<file path="src/rtl/vlg_run_ctrl.sv">
// Run sequencer for the vlg_design datapath: settle, then RUN_NUM start/done
// handshakes, each guarded by a timeout and followed by an inter-run gap.
//
// state     | meaning
// ----------+--------------------------------------------------------------
// IDLE      | waiting for i_en; counters parked
// WAIT_INIT | settle interval after enable, INIT_WAIT cycles
// START     | single-cycle o_start pulse to the datapath
// WAIT_DONE | waiting for i_done, at most TIMEOUT sampled edges
// GAP       | GAP_CYCLES idle cycles before the next start
// FINISH    | all RUN_NUM runs done; held until i_en drops
// ERROR     | a run timed out; held until i_en drops
`timescale 1ns/1ps

module vlg_run_ctrl #(
  parameter int INIT_WAIT  = 100,
  parameter int TIMEOUT    = 1000,
  parameter int GAP_CYCLES = 16,
  parameter int RUN_NUM    = 16,
  parameter int CNT_W      = 16
) (
  input  logic             i_clk,
  input  logic             i_rst_n,
  input  logic             i_en,
  output logic             o_start,
  input  logic             i_done,
  output logic             o_active,
  output logic [CNT_W-1:0] o_run_cnt,
  output logic             o_finish,
  output logic             o_timeout_err
);

  localparam logic [CNT_W-1:0] INIT_LAST    = CNT_W'(INIT_WAIT - 1);
  localparam logic [CNT_W-1:0] TIMEOUT_LAST = CNT_W'(TIMEOUT - 1);
  localparam logic [CNT_W-1:0] GAP_LAST     = CNT_W'((GAP_CYCLES > 0) ? GAP_CYCLES - 1 : 0);
  localparam logic [CNT_W-1:0] RUN_LAST     = CNT_W'(RUN_NUM - 1);
  localparam logic [CNT_W-1:0] CNT_ONE      = CNT_W'(1);
  localparam bit               GAP_SKIP     = (GAP_CYCLES == 0);

  typedef enum logic [2:0] {
    IDLE,
    WAIT_INIT,
    START,
    WAIT_DONE,
    GAP,
    FINISH,
    ERROR
  } state_t;

  state_t           state_q, state_d;
  logic [CNT_W-1:0] cnt_q, cnt_d;
  logic [CNT_W-1:0] run_cnt_q, run_cnt_d;

  always_ff @(posedge i_clk) begin
    if (!i_rst_n) begin
      state_q   <= IDLE;
      cnt_q     <= '0;
      run_cnt_q <= '0;
    end else begin
      state_q   <= state_d;
      cnt_q     <= cnt_d;
      run_cnt_q <= run_cnt_d;
    end
  end

  always_comb begin
    state_d   = state_q;
    cnt_d     = cnt_q;
    run_cnt_d = run_cnt_q;

    unique case (state_q)
      IDLE: begin
        cnt_d = '0;
        if (i_en) begin
          state_d   = WAIT_INIT;
          run_cnt_d = '0;
        end
      end

      WAIT_INIT: begin
        if (!i_en) begin
          state_d = IDLE;
          cnt_d   = '0;
        end else if (cnt_q == INIT_LAST) begin
          state_d = START;
          cnt_d   = '0;
        end else begin
          cnt_d = cnt_q + CNT_ONE;
        end
      end

      START: begin
        cnt_d   = '0;
        state_d = i_en ? WAIT_DONE : IDLE;
      end

      // A done on the final timeout edge still counts: done is tested first.
      WAIT_DONE: begin
        if (!i_en) begin
          state_d = IDLE;
          cnt_d   = '0;
        end else if (i_done) begin
          run_cnt_d = run_cnt_q + CNT_ONE;
          cnt_d     = '0;
          if (run_cnt_q == RUN_LAST)
            state_d = FINISH;
          else
            state_d = GAP_SKIP ? START : GAP;
        end else if (cnt_q == TIMEOUT_LAST) begin
          state_d = ERROR;
          cnt_d   = '0;
        end else begin
          cnt_d = cnt_q + CNT_ONE;
        end
      end

      GAP: begin
        if (!i_en) begin
          state_d = IDLE;
          cnt_d   = '0;
        end else if (cnt_q == GAP_LAST) begin
          state_d = START;
          cnt_d   = '0;
        end else begin
          cnt_d = cnt_q + CNT_ONE;
        end
      end

      FINISH, ERROR: begin
        cnt_d = '0;
        if (!i_en) state_d = IDLE;
      end

      default: begin
        state_d = IDLE;
        cnt_d   = '0;
      end
    endcase
  end

  assign o_start       = (state_q == START);
  assign o_active      = (state_q == WAIT_INIT) || (state_q == START) ||
                         (state_q == WAIT_DONE) || (state_q == GAP);
  assign o_finish      = (state_q == FINISH);
  assign o_timeout_err = (state_q == ERROR);
  assign o_run_cnt     = run_cnt_q;

endmodule

</file>
<file path="config.mk">
export PLATFORM = sky130hd
export DESIGN_NAME = vlg_run_ctrl
export DESIGN_NICKNAME = d
export VERILOG_FILES = /design/src/rtl/vlg_run_ctrl.sv
export SDC_FILE = /design/constraint.sdc
export NUM_CORES = 1
export LEC_CHECK = 0
export ABC_AREA = 1
export CELL_PAD_IN_SITES_DETAIL_PLACEMENT = 0
export CELL_PAD_IN_SITES_GLOBAL_PLACEMENT = 1
export CORE_AREA = 2 2 77 79
export CTS_CLUSTER_SIZE = 25
export DETAILED_ROUTE_END_ITERATION = 7
export DIE_AREA = 0 0 79 81
export PLACE_DENSITY = 0.77
export REMOVE_ABC_BUFFERS = 1
export SLEW_MARGIN = 20
export SYNTH_ARGS = -nofsm -noshare
export SYNTH_HDL_FRONTEND = slang
export SYNTH_SLANG_ARGS = --single-unit
</file>
<file path="constraint.sdc">
create_clock -name i_clk -period 1.9 [get_ports i_clk]
set_input_delay 0.475 -clock i_clk [delete_from_list [all_inputs] [get_ports i_clk]]
set_output_delay 0.475 -clock i_clk [all_outputs]
set_load 0.01 [all_outputs]
</file>
Figure 1. Routing congestion.
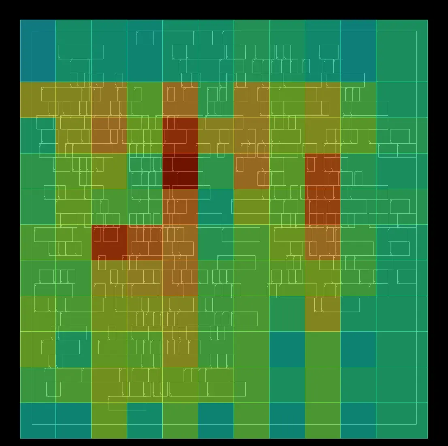
GRT busiest layer: met2
all-layer global routing usage: 0.149
average wire length per cell after detail routing: 10.6 um
met3 GRT Util: 0.0311
final core utilization: 0.425

==> changes_impl.md <==
### Physical design

* Non-Clock Buffer Count at 39
* Netlist cell types at 31
* Number of buffers added on ports at 23
* Combinational share of cell area at 0.434
* Result of the run: completed
* # Cells Yosys at approximately 290
* Max Cap Violations at 0
* Seq Cell Count at 35
* Clock sink count at 35
* Crit path launch type: flip-flop
* Clock transition at path regs at 70 ps
* Power consumed by combinational cells at 584 uW
* Async S/R FF share, synth at 0
* Final period demand of the worst path at ~1800 ps
* Fraction of power consumed by combinational cells at 0.297
* CTS H-tree lvls at 2
* Clock group at ~560 uW
* Via total after detailed routing at roughly 1.9k
* PD cells at between 800 and 900 mW/mm^2
* Post-DP HPWL at ~3300 um
* EDFF count, synth at 0
* Biggest fanout along the worst timing path at 5
* Seq. pwr at a little over 800 uW
* Sequential share of the synthesized area at 0.370
* Gate count after technology mapping at 290
* Yosys top cell by area: dfxtp_1
* Worst flop-to-flop path endpoint: cnt_q[5]
* TritonRoute pass-1 iters at 4
* Number of inserted filler cells in the final layout at ~600
* Highest-count logic cell in the final layout: nand2_1
* Most common flop cell mapped by yosys: dfxtp_1
* Power after layout at approximately 2 mW
* Number of placed cells counting well taps at around 400
* Number of placement rows at 28
* Worst Reg-to-Reg Cells at 10
* Number of nets with antenna violations after detailed routing at 0
* Clock network latency to the later pin of the worst-skew pair at between 200 and 300 ps
* Crit path cell chain: inv_1, buf_4, o21ai_0, nand2_1, dlygate4sd2_1
* Slew Viols, Final at 0
* Wire length of the first global-routing pass at approximately 7600 um
* Synth Cell Area at 0.00189 mm^2
* Leak pwr at between 0.9 and 1 nW
* Levels on crit path at 5
* Yosys stat chip area at ~0.0019 mm^2
* Maximum number of pins on one net before global-route repair at 13
* Library cell used as clock root buffer: clkbuf_8
* Start point of the critical path: state_q[2]
* Clock buffer instance count of the final layout at 6
* Number of antenna violations at the first check in global routing at 0
* First DRT Iteration DRCs at around 64
* Synth top cells by count: nand2_1 (68), nor2_1 (64), dfxtp_1 (35), inv_1 (34), nand3_1 (16)
* Worst slack, placed at -111 ps
* Sink of the worst hold path: cnt_q[0]
* Total negative slack for setup checks at 0 ps
* RePlAce Congestion at 0.839
* Final worst path period share at 0.938
* Switching power at slightly below 700 uW
* Worst clock skew at 6.08 ps
* Mean area per synthesized cell at 6.53 um^2
* Total CTS buffers at 5
* Clock network power share at 0.283
* Dominant cells by area after synthesis: dfxtp_1 (37%), nand2_1 (13%), nor2_1 (13%)
* Worst supply voltage drop on vdd at between 0.5 and 0.6 mV
* Dominant kind of cell: multi-input combinational cells
* Switching power share of the total at 0.348
* Part of the total power dissipated in sequential elements at 0.420
* Die Wd at ~80 um
* Largest type area fraction at 0.370
* Flops out of synthesis at 35
* Final non-filler cell area at ~0.0024 mm^2
* Final setup violation count at 0
* Final-layout clock-cell area share at 0.0363
* Crit path to: o_active
* Buffer count from post-CTS setup fixing at 0
* CTS tree: done
* Start-to-end type of the worst setup path: reg -> out
* Category of cells accounting for the largest share of critical-path delay: buffers and inverters
* Sequential share of cell area at 0.293
* Relative area of non-clock buffer cells in the final design at 0.143
* I/O Pins at 24
* Total gr overflow at 0
* Count of nets after finishing at 338
* Number of logic gates at about 220
* Number of cells on the worst hold path at 1
* Number of tapcells at 75
* Clk buf depth at 2
* Critical path endpoint category: output port
* N_diodes at 0
* Final Hold Slack at 452 ps
* Yosys warnings at 0
* Area post-placement at ~0.0023 mm^2
* Maximum frequency from static timing analysis at between 500 and 600 MHz
* Total routed wirelength at around 4300 um
* Comb. cell area at 0.00105 mm^2
* Class of the worst hold path: reg -> reg
* Number of hold violations in the final report at 0
* Biggest consumer: registers
* Worst-margin pin slew at around 360 ps
* Placeable core area at 0.00568 mm^2
* Peak per-stage delay on the critical path at around 380 ps
* Share of cells above drive strength 1 at 0.123
* Fp util at 0.334
* Fin worst setup slack at 117 ps
* Master of the slowest instance on the critical path: dfxtp_4
* Launch point of the worst hold path: cnt_q[0]
* Start of the worst register-to-register path: cnt_q[0]
* Total die size at around 0.0064 mm^2
* Data arrival at the endpoint of the critical path at between 1000 and 1500 ps
* Int Power at roughly 1.3 mW
* Highest-count cells in the layout ignoring fill and taps: nand2_1 (68), nor2_1 (63), inv_1 (34)
* Vertical die size at 81 um
* Logic inverters at 35
* Most used standard cell by instance count after synthesis: nand2_1
* Post-route DRC at 0
* Total tool warning count at 25
* Layout overhead on the synthesized area at 27.4%
* Drt via density at 4.57
* Max-slew headroom at 0.757
* Register cell area after layout at between 700 and 800 um^2
* Count of non-filler cells in the finished layout at 407
* Worst path required time at 1420 ps
* Post-cts hold buffer count at 0
* RSZ-0062 raised after global routing: false
* Internal reg-to-reg setup slack at between 200 and 250 ps
* Vias in the first global route at 1,759
* Worst path buffer plus inverter count at 3
Figure 2. Metal 1.
Bar = 20 um. Supply wires on this layer in gray.
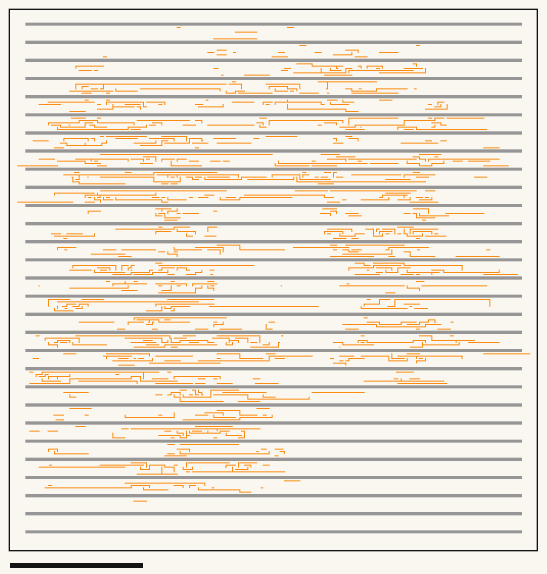
share of all routed wire: 52%
longest straight run: 25.8 um
wire length on this layer: 2,220 um
nets with wire on the layer: 315

==> timing repair <==
action	4_1_cts	5_1_grt
endpoints found under the setup margin	4	11
pin swaps	0	1
gates resized	9	3
cloned	0	0
==> state kept, by name, indices dropped and copies added (netlist names) <==
register and flops:
cnt_q 16, o_run_cnt 16, state_q 3
==> cells by family after synthesis <==
logic type / share of synthesized area
buffers and inverters: 0.0853
AND-OR/OR-AND: 0.108
adder cells (fa/ha/maj): 0.0132
AND/OR/NAND/NOR: 0.410
XOR/XNOR: 0.0139
flip-flops: 0.370
==> layer usage <==
layer | GRT usage | vias up | share of wire
met4 | 0.0414 | 0 | 0.0098
met1 | 0.201 | 817 | 0.52
met5 | 0 | - | 0
met2 | 0.241 | 25 | 0.44
met3 | 0.0311 | 5 | 0.031
li1 | - | 1012 | -
Power figures rest on the tool's default switching activity, not on a simulated workload.
